## config.mk

```make
export PLATFORM = sky130hd
export DESIGN_NAME = spi_reader_flat
export DESIGN_NICKNAME = d
export VERILOG_FILES = /design/src/rtl/spi_reader_if.sv /design/src/rtl/spi_reader.sv /design/src/flat_wrapper.sv
export SDC_FILE = /design/constraint.sdc
export NUM_CORES = 1
export LEC_CHECK = 0
export ABC_AREA = 1
export CAP_MARGIN = 5
export CORE_MARGIN = 2
export CORE_UTILIZATION = 23
export DETAILED_ROUTE_END_ITERATION = 8
export PLACE_DENSITY_LB_ADDON = 0.12
export SLEW_MARGIN = 20
export SYNTH_ARGS = -nofsm -noshare
export SYNTH_HDL_FRONTEND = slang
export SYNTH_SLANG_ARGS = --single-unit
```

## constraint.sdc

```tcl
create_clock -name clk -period 3.4 [get_ports clk]
set_input_delay 0.51 -clock clk [delete_from_list [all_inputs] [get_ports clk]]
set_output_delay 0.51 -clock clk [all_outputs]
set_load 0.05 [all_outputs]
```

## src/rtl/spi_reader_if.sv

```systemverilog
// Bus bundle between an external SPI master and the spi_reader slave.
// Carries the serial lines plus the parallel byte-side signals.
interface spi_reader_if #(
    parameter int WIDTH = 8
);
    logic             spi_clk;
    logic             mosi;
    logic             miso;
    logic [WIDTH-1:0] toOutput;
    logic [WIDTH-1:0] data;
    logic             received;

    // The spi_reader side: serial inputs and transmit byte in, results out.
    modport slave (
        input  spi_clk,
        input  mosi,
        input  toOutput,
        output miso,
        output data,
        output received
    );

    // The driving side: SPI master plus the on-chip byte producer/consumer.
    modport master (
        output spi_clk,
        output mosi,
        output toOutput,
        input  miso,
        input  data,
        input  received
    );
endinterface

```

## src/rtl/spi_reader.sv

```systemverilog
// Mode-0 SPI slave without chip select. The external spi_clk is oversampled
// by clk; bytes arrive MSB-first on mosi and leave LSB-first on miso.
module spi_reader #(
    parameter int WIDTH = 8
) (
    input  logic         clk,
    input  logic         rst,
    spi_reader_if.slave  bus
);
    localparam int CW = (WIDTH > 1) ? $clog2(WIDTH) : 1;
    localparam logic [CW-1:0] LAST_BIT = CW'(WIDTH - 1);

    logic             spi_clk_s1_q, spi_clk_s2_q;
    logic             mosi_s1_q;
    logic             rise, fall;
    logic [CW-1:0]    cnt_q, cnt_d;
    logic [CW-1:0]    tx_idx_q, tx_idx_d;
    logic [WIDTH-2:0] shift_q, shift_d;
    logic [WIDTH-1:0] data_q, data_d;
    logic             received_q, received_d;
    logic [WIDTH-1:0] shifted;

    // Two-flop synchroniser for spi_clk; mosi only needs its first stage
    // because it is sampled from that stage and is held stable around the
    // rise long enough for one flop to settle.
    always_ff @(posedge clk or negedge rst) begin
        if (!rst) begin
            spi_clk_s1_q <= 1'b0;
            spi_clk_s2_q <= 1'b0;
            mosi_s1_q    <= 1'b0;
        end else begin
            spi_clk_s1_q <= bus.spi_clk;
            spi_clk_s2_q <= spi_clk_s1_q;
            mosi_s1_q    <= bus.mosi;
        end
    end

    assign rise    = spi_clk_s1_q & ~spi_clk_s2_q;
    assign fall    = ~spi_clk_s1_q & spi_clk_s2_q;
    // Shift register with the freshly sampled bit appended; on the last bit
    // of a byte this is the complete received word.
    assign shifted = {shift_q, mosi_s1_q};

    // Next-state for counter, shift register, data, strobe and transmit index.
    always_comb begin
        cnt_d      = cnt_q;
        shift_d    = shift_q;
        data_d     = data_q;
        received_d = 1'b0;
        tx_idx_d   = tx_idx_q;
        if (rise) begin
            shift_d = shifted[WIDTH-2:0];
            if (cnt_q == LAST_BIT) begin
                cnt_d      = '0;
                data_d     = shifted;
                received_d = 1'b1;
            end else begin
                cnt_d = cnt_q + 1'b1;
            end
        end
        // Transmit index follows the bit counter on the falling edge, so the
        // next bit is on miso before the master's next rising edge.
        if (fall) begin
            tx_idx_d = cnt_q;
        end
    end

    // State registers; reset wins over any coincident spi_clk event.
    always_ff @(posedge clk or negedge rst) begin
        if (!rst) begin
            cnt_q      <= '0;
            shift_q    <= '0;
            data_q     <= '0;
            received_q <= 1'b0;
            tx_idx_q   <= '0;
        end else begin
            cnt_q      <= cnt_d;
            shift_q    <= shift_d;
            data_q     <= data_d;
            received_q <= received_d;
            tx_idx_q   <= tx_idx_d;
        end
    end

    // miso reads the live transmit byte so late updates still go out.
    assign bus.miso     = bus.toOutput[tx_idx_q];
    assign bus.data     = data_q;
    assign bus.received = received_q;
endmodule

```

## src/flat_wrapper.sv

```systemverilog
// flat-port wrapper written by rule: the top's interface ports become plain ports
module spi_reader_flat 
#(
    parameter int WIDTH = 8
)
  (clk, rst, bus_spi_clk, bus_mosi, bus_toOutput, bus_miso, bus_data, bus_received);
  spi_reader_if #(.WIDTH(WIDTH)) bus_i ();
  input  logic clk;
  input  logic rst;
  input wire logic [$bits(bus_i.spi_clk)-1:0] bus_spi_clk;
  input wire logic [$bits(bus_i.mosi)-1:0] bus_mosi;
  input wire logic [$bits(bus_i.toOutput)-1:0] bus_toOutput;
  output wire logic [$bits(bus_i.miso)-1:0] bus_miso;
  output wire logic [$bits(bus_i.data)-1:0] bus_data;
  output wire logic [$bits(bus_i.received)-1:0] bus_received;
  assign bus_i.spi_clk = bus_spi_clk;
  assign bus_i.mosi = bus_mosi;
  assign bus_i.toOutput = bus_toOutput;
  assign bus_miso = bus_i.miso;
  assign bus_data = bus_i.data;
  assign bus_received = bus_i.received;
  spi_reader #(.WIDTH(WIDTH)) u_core (.clk(clk), .rst(rst), .bus(bus_i));
endmodule
```

Run 1, clock network drawn from the DEF:
Bar = 20 um.
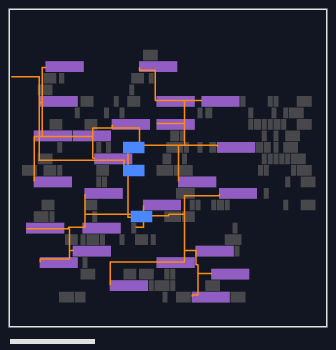
[orange] clock wires | length: 337 um
[purple] flip-flops | count: 25
[blue] clock-net drivers | count: 3
routed clock nets: 4

Run 1, placement view:
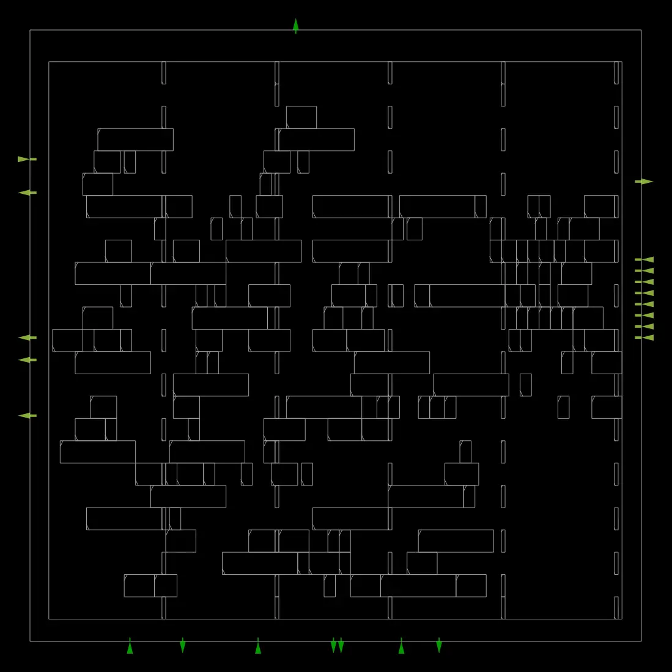
number of filler instances in the final layout: 536
area of the core region: 4755 um2
flip-flops: 25

Run 1, the metal 2 layer:
Cells faint in the background.
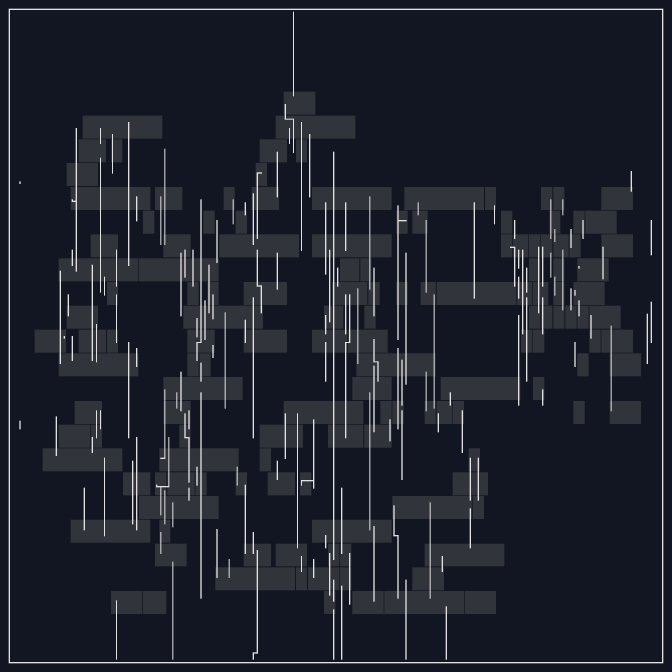
wire length on this layer: 966 um
share of all routed wire: 47%

==> results.txt, run 1 <==
Figures from the implementation reports.

- The number of endpoints failing setup at the final stage reads 0.
- The script logs the ratio of routed vias to standard cells as about 3.7.
- The first global-routing pass estimated 3.670 mm of wire.
- In the synthesis report, Yosys lists the chip area as 1146 um2.
- Buffers inserted during clock tree synthesis total 3.
- The power consumed by the clock network is 0.173 mW.
- The via count of the first global-routing pass reads 823.
- The cell with the largest stage delay on the worst path is clkdlybuf4s50_1.
- The design draws approximately 1 mW.
- The number of clock-tree buffers in the layout reads 4.
- The type recorded for the worst min-delay path is reg2reg.
- The arrival time of data at the worst endpoint is listed as 2.08 ns.
- The kind of start point of the critical path reads an input pin.
- The area fraction in and, or, nand and nor cells reads 0.1921.
- The count of instances resized after the clock tree is built is 0.
- The switching power of the nets is 0.3834 mW.
- 0 antenna diodes ended up in the layout.
- The post-synth count of flops with an enable pin is 0.
- The utilization of the core after routing reads 0.3042.
- The count of hold-fix buffers inserted at cts is 0.
- The end of the worst hold path is u_core.spi_clk_s2_q.
- Hold timing on the final database bottoms out at a slack of around 0.41 ns.
- The routing usage on met2 reads 0.1475.
- By area the synthesized netlist is led by dfrtp_1, nand2_1, o21ai_2, inv_1, nand2_4.
- The critical path data required time reads about 2.9 ns.
- The final design was reported to hold multi-input combinational gates totalling 68.
- The count of antenna-violating nets left after detailed routing is 0.
- The leading power group is registers.
- The post-synthesis cell area is 1146 um2.
- The gate count of the mapped netlist is around 120.
- The post-detailed-placement half-perimeter wirelength reads 1.440 mm.
- The final RePlAce weighted congestion is approximately 0.76.
- The initial antenna violation count reads 0.
- For the pin with the worst max-slew slack, the measured transition is 0.6214 ns.
- The most used flip-flop cell after synthesis is dfrtp_1.
- The total grt overflow is 0.
- The sequential group power is 0.412 mW.
- The worst-case IR drop observed on VDD is about 0.24 mV.
- Wire segments on met2 add up to slightly below 1 mm in the final route.
- The flow reports power dissipated in combinational cells as 0.396 mW.
- The final hold violation count reads 0.
- The layout report lists the combined flip-flop and latch area as about 630 um2.
- Per STA, the library cell used most along the worst path is nand2_1.
- The buffer_ports step reported a buffer count of 21.
- The finished design was reported to have a net count of 156.
- According to the report, the first pass of detailed routing completed in 4 iterations.
- The net count after synthesis reads 132.
- The cell sequence reported for the critical path is clkdlybuf4s50_1 > inv_1 > nand2_1 > nand3_1 > nand2_1 > nand2_1 > nand2_1 > clkdlybuf4s50_1.
- The post-CTS clock slew at the launch and capture registers of the worst setup and hold paths reads ~0.08 ns.
- The number of cells traversed by the worst hold path is 0.
- The root buffer cell is clkbuf_8.
- Logic depth along the worst register-to-register path is recorded as 4.
- The CTS H-tree depth is 1.
- The flow ran to the end, and the final reports show no timing, DRC or antenna violations.
- The most critical setup path has its startpoint at bus_toOutput[3].
- The share of total power dissipated in combinational logic is 0.404.
- The setup path with the least slack is of type in2out.
- The number of inverters outside the clock class in the layout reads 22.
- In the final design, more cell area goes to flip-flops and latches than to any other class.
- The sequential cell fraction of total power is 0.420.
- The clock latency on the worst-skew pair reads 0.26 ns.
- The worst stage delay on the critical path is 0.79 ns.
- The pin count of the biggest net entering global routing reads 26.
- The horizontal die dimension is about 75 um.
- Including well taps, the total number of placed cells is between 200 and 250.
- The tool warning count is 26.
- The area share of xor/xnor cells in the synthesized design reads 0.
- The routed length per placed instance is between 9 and 10 um.
- The met3 routed wirelength is 86 um.
- The main logic family after synthesis is simple AND/OR/NAND/NOR gates.
- The number of well taps reads between 60 and 70.
- The clock passes through at most 2 buffers.
- The total non-filler cell area in the finished layout reads approximately 1400 um2.
- The flop and latch count out of synthesis reads 25.
- The relative slew slack reads 0.5848.
- The switching share of power is 0.3911.
- In the layout the commonest cells are nand2_1, dfrtp_1, inv_1, clkdlybuf4s50_1, o21ai_2.
- The share of the synthesized area in the top cell type reads 0.5459.
- The floorplan step records an initial core utilization of 0.2411.
- Counting every sink on the clock net gives 25.
- Looking at hold timing, the worst path starts from u_core.spi_clk_s1_q.
- In this run the mean area of a mapped cell was 9.713 um2.
- The sum of buffers and inverters on the critical path is 3.
- The minimum clock period after layout reads 2.589 ns.
- Of all the cell area in the finished design, the clock network holds 0.03114.
--- run 2 (diff from run 1) ---
==> constraint.sdc (replaced) <==
create_clock -name clk -period 2.4 [get_ports clk]
set_input_delay 0.36 -clock clk [delete_from_list [all_inputs] [get_ports clk]]
set_output_delay 0.36 -clock clk [all_outputs]
set_load 0.05 [all_outputs]
Run 2, clock network drawn from the DEF:
Bar = 20 um.
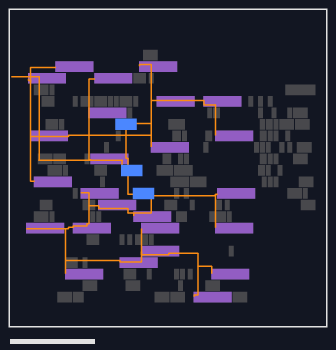
[blue] clock-net drivers | count: 3
[orange] clock wires | length: 342 um
[purple] flip-flops | count: 25
routed clock nets: 4

==> run 2 against run 1 <==
Effect of this change: clock skew increased by 0.0048 ns; count of clock-buffer cells in the layout is the same; sequential cell count stayed put; worst hold slack improved by 0.0022 ns; clock power increased by 42%; sequential share of layout area is 0.52 points lower; global-route usage shrank 0.077 points; setup slack worse by 0.19 ns; total power up 44%; first-iteration DRC count fell by 34%; via count increased by 2.1%; critical endpoint is now bus_data[7]; highest routed layer unchanged.
==> results.txt, run 2 <==
Figures from the implementation reports.

- The portion of total power attributed to combinational logic reads 0.414 (+0.010).
- The utilization of the core after routing is 0.3079 (+0.003684).
- The number of inverters outside the clock class in the layout was 22 (unchanged).
- The dominant kind of cell by area is flip-flops and latches.
- The combinational gate power reads 0.585 mW (+48%).
- The ratio of routed vias to standard cells is 3.751 (+1.6%).
- The starting density of the core reads 0.2411 (unchanged).
- The number of placed instances with taps included reads 205 (+0.49%).
- The overall power of the completed layout reads 1.414 mW (+44%).
- The number of well taps came to 67 (unchanged).
- Looking at the clock tree report, the root buffer type is clkbuf_8.
- The relative slew slack is 0.6675 (+0.08271).
- The worst stage delay on the critical path came to 0.81 ns (+0.02 ns).
- The cell with the largest stage delay on the worst path is clkdlybuf4s50_1.
- The number of clock-tree buffers in the layout reads 4 (unchanged).
- The run finished with clean final reports.
- The count of antenna-violating nets left after detailed routing is 0 (unchanged).
- The post-synthesis cell area reads 1146 um2 (unchanged).
- The worst slack on hold paths reads 0.4108 ns (+0.002160 ns).
- The total non-filler cell area in the finished layout is 1464 um2 (+1.2%).
- The buffer depth of the longest clock path is 2 (unchanged).
- The synthesis report lists the most area-consuming cells as dfrtp_1, nand2_1, o21ai_2, inv_1, nand2_4.
- The initial antenna violation count is 0 (unchanged).
- The count of flip-flops with a built-in enable after synthesis reads 0 (unchanged).
- The total cell area reported by yosys after synthesis reads 1146 um2 (unchanged).
- The switching power of the nets was 0.5486 mW (+43%).
- By startpoint and endpoint, the worst setup path is classified as reg2out.
- The number of sequential storage elements was 25 (unchanged).
- The start point of the critical path is u_core.bus.data[7].
- The total grt overflow reads 0 (unchanged).
- The worst voltage drop across the vdd grid is 0.3160 mV (+34%).
- The prevailing post-synth register cell is dfrtp_1.
- The net count after synthesis is 132 (unchanged).
- The post-CTS clock slew at the launch and capture registers of the worst setup and hold paths is 0.09 ns (about the same).
- The number of sinks handled by clock tree synthesis is 25 (unchanged).
- The critical path data required time reads 2.04 ns (-0.85 ns).
- The arrival time of the worst setup path reads 1.42 ns (-0.66 ns).
- The main logic family after synthesis reads simple AND/OR/NAND/NOR gates.
- The number of endpoints failing setup at the final stage is 0 (unchanged).
- The end of the worst hold path is u_core.spi_clk_s2_q.
- The number of buffers added on ports came to 21 (unchanged).
- The global-route wire length before repair reads 3.684 mm (+0.38%).
- The clock-cell share of area reads 0.03077 (-0.0003725).
- The pin count of the biggest net entering global routing is 26 (unchanged).
- The switching share of power is 0.3879 (-0.003195).
- The final RePlAce weighted congestion came to 0.7578 (+0.28%).
- The depth of the most critical reg-to-reg path came to 6 (+2).
- The leading power group is combinational cells.
Run 2, cell classes on the final placement:
Bar = 20 um.
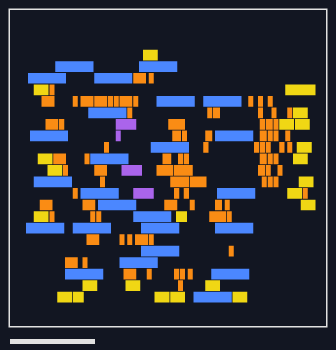
| color | class | cells | share of their area |
|---|---|---|---|
| purple | clock drivers and dummy loads | 4 | 3.3% |
| blue | registers | 25 | 45% |
| orange | remaining logic cells | 90 | 34% |
| yellow | remaining buffers and delay cells | 23 | 17% |

--- run 3 (diff from run 2) ---
==> constraint.sdc (replaced) <==
create_clock -name clk -period 1.7 [get_ports clk]
set_input_delay 0.255 -clock clk [delete_from_list [all_inputs] [get_ports clk]]
set_output_delay 0.255 -clock clk [all_outputs]
set_load 0.05 [all_outputs]
Run 3, placement view:
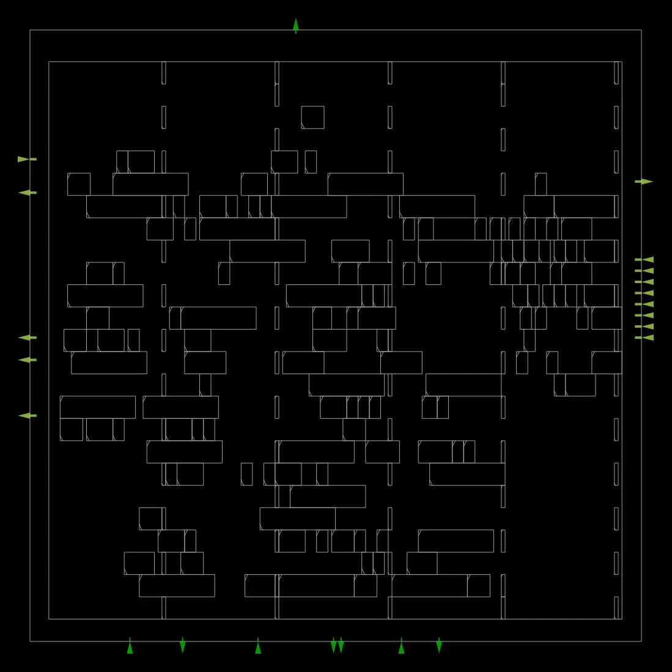
final cell utilization of the core: 0.3032
row count: 25
number of filler instances in the final layout: 521
num tapcells: 67
register fraction of the total cell area: 0.4340

==> run 3 against run 2 <==
Effect of this change: sequential share of layout area grew 0.67 points; count of clock-buffer cells in the layout unchanged; synthesized cell count unchanged; final area is 1.5% lower; clock power is 43% higher; core utilization shrank 0.47 points.
==> results.txt, run 3 <==
Figures from the implementation reports.

- The flip-flop and latch area reads between 600 and 700 um2.
- The count of antenna-violating nets left after detailed routing is 0 (unchanged).
- The peak clock frequency supported by timing reads 0.6488 GHz.
- The sequential group power is 0.827 mW.
- The final RePlAce weighted congestion was 0.7605 (+0.36%).
- The worst setup slack before clock tree synthesis is 0.2222 ns.
- The maximum fanout count along the critical path reads 6.
- The number of sequential storage elements reads 25 (unchanged).
- The count of flip-flops with a built-in enable after synthesis was 0 (unchanged).
- The transition at the pin with the smallest max-transition slack reads about 0.32 ns.
- The critical path data required time was 1.44 ns (-0.60 ns).
- The dominant kind of cell by area is flip-flops and latches.
- The initial antenna violation count is 0 (unchanged).
- The fraction of the yosys area taken by sequential cells is 0.5459.
- The clock-cell share of area came to 0.03125 (+0.0004807).
- The buffer depth of the longest clock path reads 2 (unchanged).
- The worst voltage drop across the vdd grid is 0.6000 mV (+90%).
- The leading power group reads registers.
- The start point of the critical path is u_core.tx_idx_q[0].
- The total grt overflow is 0 (unchanged).
- The relative slew slack reads 0.7853 (+0.1178).
- The global-route wire length before repair reads 3.684 mm (unchanged).
- The switching share of power is 0.3933 (+0.005419).
- The routing usage on met2 is 0.1593.
- The total cell area reported by yosys after synthesis reads 1146 um2 (unchanged).
- The number of placed instances with taps included is 205 (unchanged).
- The share of total power dissipated in the clock network is 0.177.
- The number of endpoints failing setup at the final stage reads 0 (unchanged).
- The net count after synthesis is 132 (unchanged).
- The main logic family after synthesis is simple AND/OR/NAND/NOR gates.
- The share of the synthesized area in the top cell type is 0.5459.
- The dominant cell type by count on the critical path is nand2_1.
- The pin count of the biggest net entering global routing is 26 (unchanged).
- The depth of the most critical reg-to-reg path came to 6 (unchanged).
- In the post-synthesis netlist, the biggest area contributors are dfrtp_1, nand2_1, o21ai_2, inv_1, nand2_4.
- The leakage power total reads 0.7484 nW.
- The number of buffers added on ports is 21 (unchanged).
- The portion of total power attributed to combinational logic reads 0.406 (-0.008).
- The total non-filler cell area in the finished layout reads 1441 um2 (-1.5%).
- The arrival time of the worst setup path reads 1.29 ns (-0.13 ns).
- The prevailing post-synth register cell is dfrtp_1.
- The worst stage delay on the critical path reads 0.44 ns (-0.37 ns).
- The overall power of the completed layout is 1.981 mW (+40%).
- The worst slack on hold paths reads 0.3492 ns (-0.06156 ns).
- The number of clock-tree buffers in the layout came to 4 (unchanged).
- The number of inverters outside the clock class in the layout reads 22 (unchanged).
- The post-synthesis cell area was 1146 um2 (unchanged).
- The number of sinks handled by clock tree synthesis is 25 (unchanged).
- The ratio of routed vias to standard cells is 3.622 (-3.4%).
- The cell with the largest stage delay on the worst path reads dfrtp_1.
- The starting density of the core came to 0.2411 (unchanged).
- Across every metal layer, demand over resource in global routing totals 0.08799.
- The internal power of the cells reads 1.202 mW.
- Of the total synthesized cell area, the portion taken by XOR and XNOR cells is 0.
- The switching power of the nets reads 0.7792 mW (+42%).
- The number of buffers added by the clock tree synthesis step reads 3.
- The post-CTS clock slew at the launch and capture registers of the worst setup and hold paths is 0.09 ns (about the same).
- met1 track demand over resource after global routing is 0.09584.
- The combinational gate power was 0.804 mW (+37%).
- The run finished with clean final reports.
- The cell sitting at the root of the clock tree is a clkbuf_8.
- The smallest clock period supported by the final layout is computed as 1.541 ns.
- The start-to-end type of the worst setup path reads reg2out.
- The fraction of the mapped netlist area in adder cells reads 0.02183.
- Setup repair after global routing left no endpoint under its margin.
- The share of final layout cell area taken by non-clock buffers reads 0.1476.
Run 3, the metal 2 layer:
Cells faint in the background.
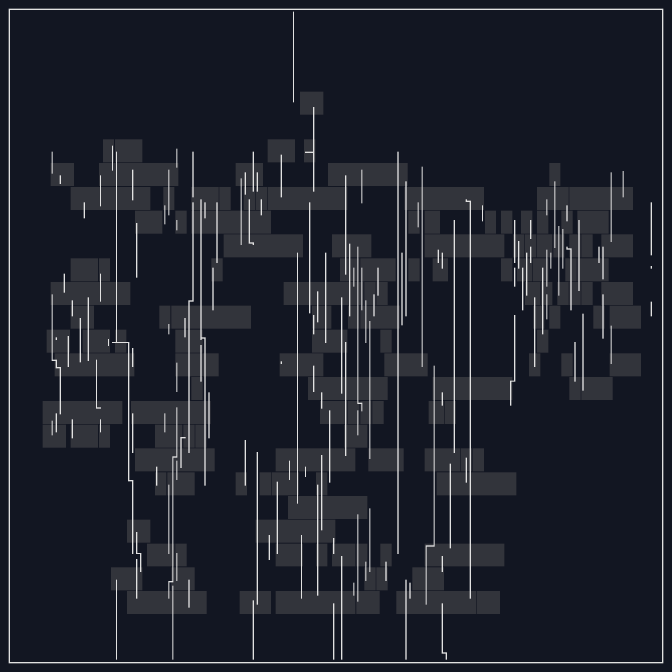
wire length on this layer: 1010 um
main direction: vertical
longest straight run: 45.9 um
nets with wire on the layer: 114
share of all routed wire: 50%

Power and IR drop assume default switching activity.
